==> config.mk <==
export PLATFORM = sky130hd
export DESIGN_NAME = branch_pred_unit_flat
export DESIGN_NICKNAME = d
export VERILOG_FILES = /design/src/rtl/branch_pred_unit_if.sv /design/src/rtl/branch_pred_unit.sv /design/src/flat_wrapper.sv
export SDC_FILE = /design/constraint.sdc
export NUM_CORES = 2
export LEC_CHECK = 0
export CORE_MARGIN = 8
export CORE_UTILIZATION = 37
export DETAILED_ROUTE_END_ITERATION = 8
export PLACE_DENSITY = 0.55
export REMOVE_ABC_BUFFERS = 1
export SYNTH_ARGS = -nofsm -noshare
export SYNTH_HDL_FRONTEND = slang
export SYNTH_SLANG_ARGS = --single-unit
==> constraint.sdc <==
create_clock -name clk -period 18.5 [get_ports clk]
set_input_delay 1.85 -clock clk [delete_from_list [all_inputs] [get_ports clk]]
set_output_delay 1.85 -clock clk [all_outputs]
set_load 0.005 [all_outputs]
==> src/rtl/branch_pred_unit_if.sv <==
// Fetch/execute-side bus of the branch prediction unit: lookup, training, flush and init status.
interface branch_pred_unit_if #(
  parameter int PC_WIDTH = 32
);
  logic                flush;
  logic                predValid;
  logic [PC_WIDTH-1:0] predPC;
  logic                predOutValid;
  logic                predHit;
  logic                predTaken;
  logic [PC_WIDTH-1:0] predTarget;
  logic                updValid;
  logic [PC_WIDTH-1:0] updPC;
  logic                updTaken;
  logic [PC_WIDTH-1:0] updTarget;
  logic                busy;

  modport master (
    output flush, predValid, predPC, updValid, updPC, updTaken, updTarget,
    input  predOutValid, predHit, predTaken, predTarget, busy
  );

  modport slave (
    input  flush, predValid, predPC, updValid, updPC, updTaken, updTarget,
    output predOutValid, predHit, predTaken, predTarget, busy
  );
endinterface

==> src/rtl/branch_pred_unit.sv <==
// Direct-mapped BTB with per-entry direction counters and a hardware init walk.
// BRANCH_PRED_TWO_BIT_EN selects 2-bit saturating counters; default is a 1-bit last-outcome bit.
module branch_pred_unit #(
  parameter  int ENTRY_NUM   = 64,
  parameter  int PC_WIDTH    = 32,
  parameter  int TAG_WIDTH   = 10,
  localparam int INDEX_WIDTH = $clog2(ENTRY_NUM)
) (
  input logic               clk,
  input logic               rst,
  branch_pred_unit_if.slave bp
);
`ifdef BRANCH_PRED_TWO_BIT_EN
  localparam int CNT_W = 2;
  localparam logic [CNT_W-1:0] CNT_ALLOC = 2'b10;
`else
  localparam int CNT_W = 1;
  localparam logic [CNT_W-1:0] CNT_ALLOC = 1'b1;
`endif

  localparam logic [0:0] ST_INIT  = 1'b0;
  localparam logic [0:0] ST_READY = 1'b1;
  localparam logic [INDEX_WIDTH-1:0] LAST_IDX = INDEX_WIDTH'(ENTRY_NUM - 1);

  // table storage; valid bits are cleared by the init walk, not by reset
  logic                 valid_mem [ENTRY_NUM];
  logic [TAG_WIDTH-1:0] tag_mem   [ENTRY_NUM];
  logic [PC_WIDTH-1:0]  tgt_mem   [ENTRY_NUM];
  logic [CNT_W-1:0]     cnt_mem   [ENTRY_NUM];

  logic [0:0]             state_q, state_d;
  logic [INDEX_WIDTH-1:0] idx_q, idx_d;
  logic                   ov_q, ov_d;
  logic                   hit_q, hit_d;
  logic                   taken_q, taken_d;
  logic [PC_WIDTH-1:0]    tgt_q, tgt_d;

  logic [INDEX_WIDTH-1:0] p_idx, u_idx;
  logic [TAG_WIDTH-1:0]   p_tag, u_tag;
  logic                   p_hit, p_taken, u_hit, upd_en;
  logic [PC_WIDTH-1:0]    p_tgt;

  logic                   ent_we, ent_valid;
  logic [INDEX_WIDTH-1:0] ent_idx;
  logic [PC_WIDTH-1:0]    ent_tgt;
  logic [CNT_W-1:0]       ent_cnt, u_cnt;
  logic                   unused_pc;

  assign p_idx = bp.predPC[INDEX_WIDTH+1:2];
  assign p_tag = bp.predPC[INDEX_WIDTH+TAG_WIDTH+1:INDEX_WIDTH+2];
  assign u_idx = bp.updPC[INDEX_WIDTH+1:2];
  assign u_tag = bp.updPC[INDEX_WIDTH+TAG_WIDTH+1:INDEX_WIDTH+2];
  assign unused_pc = ^{bp.predPC[1:0], bp.predPC[PC_WIDTH-1:INDEX_WIDTH+TAG_WIDTH+2],
                       bp.updPC[1:0],  bp.updPC[PC_WIDTH-1:INDEX_WIDTH+TAG_WIDTH+2]};

  assign p_hit   = valid_mem[p_idx] && (tag_mem[p_idx] == p_tag);
  assign p_taken = p_hit && cnt_mem[p_idx][CNT_W-1];
  assign p_tgt   = p_taken ? tgt_mem[p_idx] : bp.predPC + PC_WIDTH'(4);

  assign u_hit  = valid_mem[u_idx] && (tag_mem[u_idx] == u_tag);
  assign u_cnt  = cnt_mem[u_idx];
  // flush beats a same-cycle update; updates during init are dropped
  assign upd_en = bp.updValid && (state_q == ST_READY) && !bp.flush;

  always_comb begin
    state_d = state_q;
    idx_d   = idx_q;
    if (bp.flush) begin
      state_d = ST_INIT;
      idx_d   = '0;
    end else if (state_q == ST_INIT) begin
      idx_d = idx_q + 1'b1;
      if (idx_q == LAST_IDX) state_d = ST_READY;
    end
  end

  always_comb begin
    ent_we    = 1'b0;
    ent_idx   = u_idx;
    ent_valid = 1'b1;
    ent_tgt   = bp.updTarget;
    ent_cnt   = CNT_ALLOC;
    if (state_q == ST_INIT) begin
      ent_we    = 1'b1;
      ent_idx   = idx_q;
      ent_valid = 1'b0;
    end else if (upd_en && u_hit) begin
      ent_we  = 1'b1;
      ent_tgt = bp.updTaken ? bp.updTarget : tgt_mem[u_idx];
`ifdef BRANCH_PRED_TWO_BIT_EN
      if (bp.updTaken) ent_cnt = (u_cnt == 2'b11) ? u_cnt : u_cnt + 2'b01;
      else             ent_cnt = (u_cnt == 2'b00) ? u_cnt : u_cnt - 2'b01;
`else
      ent_cnt = bp.updTaken;
`endif
    end else if (upd_en && bp.updTaken) begin
      ent_we = 1'b1;
    end
  end

  always_ff @(posedge clk) begin
    if (ent_we) begin
      valid_mem[ent_idx] <= ent_valid;
      tag_mem[ent_idx]   <= u_tag;
      tgt_mem[ent_idx]   <= ent_tgt;
      cnt_mem[ent_idx]   <= ent_cnt;
    end
  end

  // prediction registers hold their last value while no lookup is accepted
  always_comb begin
    ov_d    = bp.predValid && (state_q == ST_READY);
    hit_d   = hit_q;
    taken_d = taken_q;
    tgt_d   = tgt_q;
    if (ov_d) begin
      hit_d   = p_hit;
      taken_d = p_taken;
      tgt_d   = p_tgt;
    end
  end

  always_ff @(posedge clk or negedge rst) begin
    if (!rst) begin
      state_q <= ST_INIT;
      idx_q   <= '0;
      ov_q    <= 1'b0;
      hit_q   <= 1'b0;
      taken_q <= 1'b0;
      tgt_q   <= '0;
    end else begin
      state_q <= state_d;
      idx_q   <= idx_d;
      ov_q    <= ov_d;
      hit_q   <= hit_d;
      taken_q <= taken_d;
      tgt_q   <= tgt_d;
    end
  end

  assign bp.predOutValid = ov_q;
  assign bp.predHit      = hit_q;
  assign bp.predTaken    = taken_q;
  assign bp.predTarget   = tgt_q;
  assign bp.busy         = (state_q == ST_INIT);
endmodule
==> src/flat_wrapper.sv <==
// flat-port wrapper written by rule: the top's interface ports become plain ports
module branch_pred_unit_flat 
#(
  parameter  int ENTRY_NUM   = 64,
  parameter  int PC_WIDTH    = 32,
  parameter  int TAG_WIDTH   = 10,
  localparam int INDEX_WIDTH = $clog2(ENTRY_NUM)
)
  (clk, rst, bp_flush, bp_predValid, bp_predPC, bp_updValid, bp_updPC, bp_updTaken, bp_updTarget, bp_predOutValid, bp_predHit, bp_predTaken, bp_predTarget, bp_busy);
  branch_pred_unit_if #(.PC_WIDTH(PC_WIDTH)) bp_i ();
  input logic clk;
  input logic rst;
  input wire logic [$bits(bp_i.flush)-1:0] bp_flush;
  input wire logic [$bits(bp_i.predValid)-1:0] bp_predValid;
  input wire logic [$bits(bp_i.predPC)-1:0] bp_predPC;
  input wire logic [$bits(bp_i.updValid)-1:0] bp_updValid;
  input wire logic [$bits(bp_i.updPC)-1:0] bp_updPC;
  input wire logic [$bits(bp_i.updTaken)-1:0] bp_updTaken;
  input wire logic [$bits(bp_i.updTarget)-1:0] bp_updTarget;
  output wire logic [$bits(bp_i.predOutValid)-1:0] bp_predOutValid;
  output wire logic [$bits(bp_i.predHit)-1:0] bp_predHit;
  output wire logic [$bits(bp_i.predTaken)-1:0] bp_predTaken;
  output wire logic [$bits(bp_i.predTarget)-1:0] bp_predTarget;
  output wire logic [$bits(bp_i.busy)-1:0] bp_busy;
  assign bp_i.flush = bp_flush;
  assign bp_i.predValid = bp_predValid;
  assign bp_i.predPC = bp_predPC;
  assign bp_i.updValid = bp_updValid;
  assign bp_i.updPC = bp_updPC;
  assign bp_i.updTaken = bp_updTaken;
  assign bp_i.updTarget = bp_updTarget;
  assign bp_predOutValid = bp_i.predOutValid;
  assign bp_predHit = bp_i.predHit;
  assign bp_predTaken = bp_i.predTaken;
  assign bp_predTarget = bp_i.predTarget;
  assign bp_busy = bp_i.busy;
  branch_pred_unit #(.ENTRY_NUM(ENTRY_NUM), .PC_WIDTH(PC_WIDTH), .TAG_WIDTH(TAG_WIDTH)) u_core (.clk(clk), .rst(rst), .bp(bp_i));
endmodule
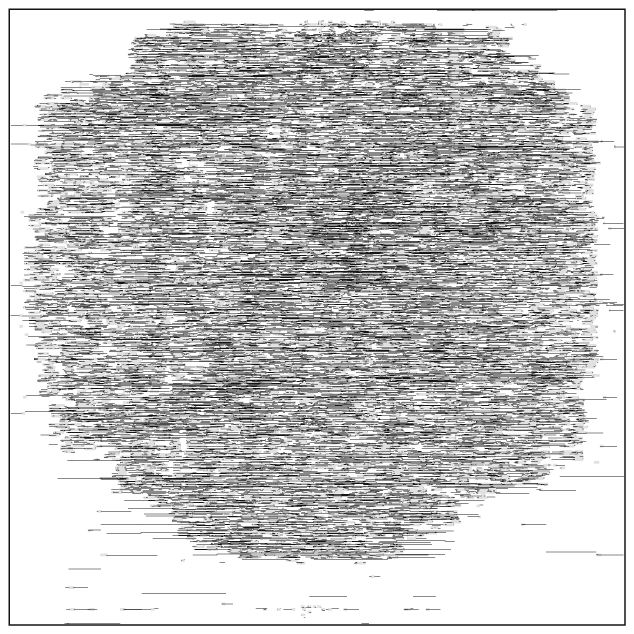
**Above:** the metal 1 layer.
(1 px per micron)
- longest straight run: 164 microns
- wire length on this layer: 183 mm
- nets with wire on the layer: 6157
- main direction: horizontal
- share of all routed wire: 39%
via count: 73.5k
fraction of met1 tracks used by global routing: 33.3%
Detailed Route WL: 471000 microns

==> results.yml <==
# yosys + openroad results
critical_path:
  buffer_and_inverter_tally_for_the_worst_setup_path: 4
  critical_path.endpoint_type: "flop"
  crit_path_arrival_time_ps: 9300
  cp.required_ps: 19020
  cp_max_fo: 64
  critical_path_class: "primary input to flop"
  crit_path_cell_trace: "buf_8 > buf_4 > buf_4 > mux4_2 > mux4_2 > mux4_2 > xor2_1 > nor4_2 > nand2_1 > o21a_4 > nor3_2 > buf_4"
sta:
  drv_slew: 0
  timing.fmax_mhz: 114
  setup_tns_ps: 0
  setup_repair_after_global_routing_missed_its_margin: "false"
place:
  finalWeightedCongestion: 0.808
pwr:
  power_per_cell_area_nw_per_um2: 95.9
  static-leakage-power_uw: 0.0459
detailed_routing:
  detailroute.wirelength.met3_microns: 44300
  top_signal_layer_used: "met5"
  initialDrtViolationCount: 10900
clocking:
  cts_setup_buffers: 0
  insertion_delay_at_the_late_pin_of_the_worst_skew_pair_ps: 940
  worst_setup_hold_path_clk_slew_ps: 60
  tritoncts: "done"
logic_synthesis:
  synth_top_area_share_pct: 63.9
  synth_cell_type_count: 66
  mapped_area_sq_um: 132000
  count_leader_synth: "sky130_fd_sc_hd__edfxtp_1"
  synth.ff_latch_count: 2858
  yosys.stat.chipArea_sq_um: 132000
  synthCells: 6001
  netlist_top_cells_area: "sky130_fd_sc_hd__edfxtp_1 64%, sky130_fd_sc_hd__mux4_2 28%, sky130_fd_sc_hd__mux2i_1 1.3%"
  asyncSetResetFlopFracSynth_pct: 1.47
floorplanning:
  die_area_sq_um: 377000
  core_util_floorplan_pct: 37.2
  floorplan.die.height_microns: 614
  placement_rows: 219
  boundaryPins: 138
  die_width_microns: 614
status:
  run_status: "completed"
global_route:
  grt_pass1_vias: 74900
  antenna_found_initial: 23
  globalRouteTotalUtil_pct: 24.3
run:
  tool_warnings: 45
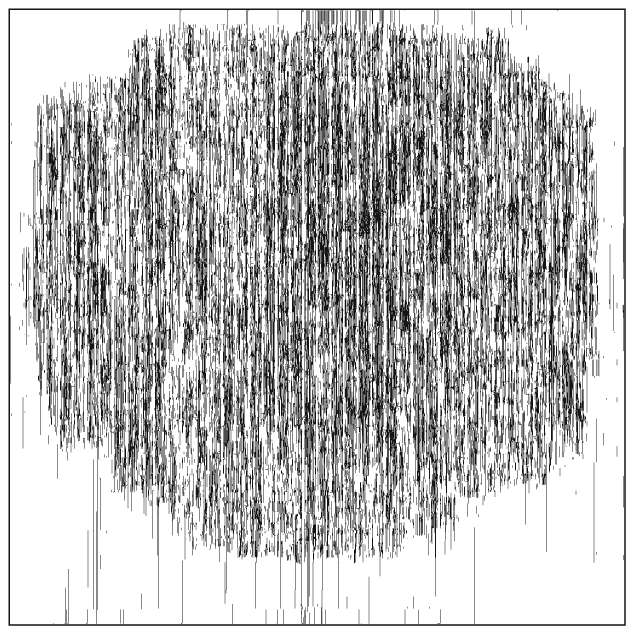
**Above:** metal 2.
(1 px per micron)
- longest straight run: 291 microns
- share of all routed wire: 47%
- main direction: vertical

[per-layer routing]
layer / vias up / track usage [%]
li1: 27200 / -
met1: 41100 / 33.3
met3: 899 / 4.48
met5: - / 0
met4: 8 / 10.9
met2: 4242 / 38.1
[final timing paths]
| path | depth (start not counted) | endpoint | slack (ps) | from |
|---|---|---|---|---|
| worst max register to register | 9 | u_core.tgt_mem[62][4] | 12530 | u_core.tag_mem[63][1] |
| worst min register to register | 2 | u_core.bp.predTarget[27] | 510 | u_core.bp.predTarget[27] |
| min in group asynchronous | 2 | u_core.bp.predTarget[21] | 1070 | rst |
| worst min-delay path | 2 | u_core.bp.predTarget[27] | 510 | u_core.bp.predTarget[27] |
| max in group asynchronous | 2 | u_core.state_q | 16880 | rst |
| worst max-delay path | 12 | u_core.tgt_mem[62][4] | 9720 | bp_updPC[4] |
[stage by stage]
step | total power, uW | setup slack (ps) | area (sq um) | util [%] | hold slack, ps
global route | 14700 | 9690 | 149000 | 42.0 | 543
CTS | 14400 | 9910 | 149000 | 42.0 | 508
detailed placement | 8460 | 8920 | 140000 | 39.3 | 493
floorplan | 7900 | 6330 | 130000 | - | 467
global placement | 8450 | 8910 | 140000 | 39.3 | 481
finish | 14300 | 9720 | 149000 | 42.0 | 508
[registers in the layout, summed over array words and instances, names as in the netlist]
signal / cells
u_core.tgt_mem: 2048
u_core.bp.predTaken: 1
u_core.cnt_mem: 64
u_core.bp.predOutValid: 1
u_core.valid_mem: 64
u_core.bp.predHit: 1
u_core.idx_q: 6
u_core.tag_mem: 640
u_core.state_q: 1
u_core.bp.predTarget: 32
[cell usage in the layout (no fill, tap or decap), types with 62 or more instances in the layout]
cell type,n
sky130_fd_sc_hd__edfxtp_1,2816
sky130_fd_sc_hd__mux4_2,1657
sky130_fd_sc_hd__clkbuf_16,327
sky130_fd_sc_hd__buf_4,275
sky130_fd_sc_hd__mux2i_1,170
sky130_fd_sc_hd__nand2_1,141
sky130_fd_sc_hd__clkdlybuf4s50_1,98
sky130_fd_sc_hd__a22oi_1,96
sky130_fd_sc_hd__clkbuf_1,81
sky130_fd_sc_hd__clkinv_1,74
sky130_fd_sc_hd__mux2_2,65
sky130_fd_sc_hd__nor3_2,64
sky130_fd_sc_hd__a21oi_1,62
[kinds of logic (layout without fill, tap and decap cells)]
| kind of cell | after synthesis | after routing | share of synthesized area, % |
|---|---|---|---|
| other | 0 | 5 | 0 |
| multiplexers | 1898 | 1898 | 30.1 |
| buffers and inverters | 499 | 970 | 1.82 |
| AND-OR/OR-AND | 288 | 288 | 1.52 |
| AND/OR/NAND/NOR | 404 | 404 | 1.52 |
| adder cells (fa/ha/maj) | 2 | 2 | 0.0189 |
| flip-flops | 2858 | 2858 | 64.6 |
| XOR/XNOR | 52 | 52 | 0.344 |
[where the power goes]
part	total (uW)	internal, uW	leakage, uW	switching [uW]
Sequential	7180	7160	0.0261	23.6
Clock	6010	3400	0.00466	2620
Combinational	1140	493	0.0152	647
[cell type report]
type                    count  area (sq um)
clock buffers             412          8540
diodes                      5          12.5
well taps                4751          5940
inverters                   9          46.3
fillers                 30700        207000
flip-flops and latches   2858         85600
multi-input cells        2644         44800
repair buffers            407          3480
clock inverters           142          1010
Power is estimated from default activity; no workload was simulated.
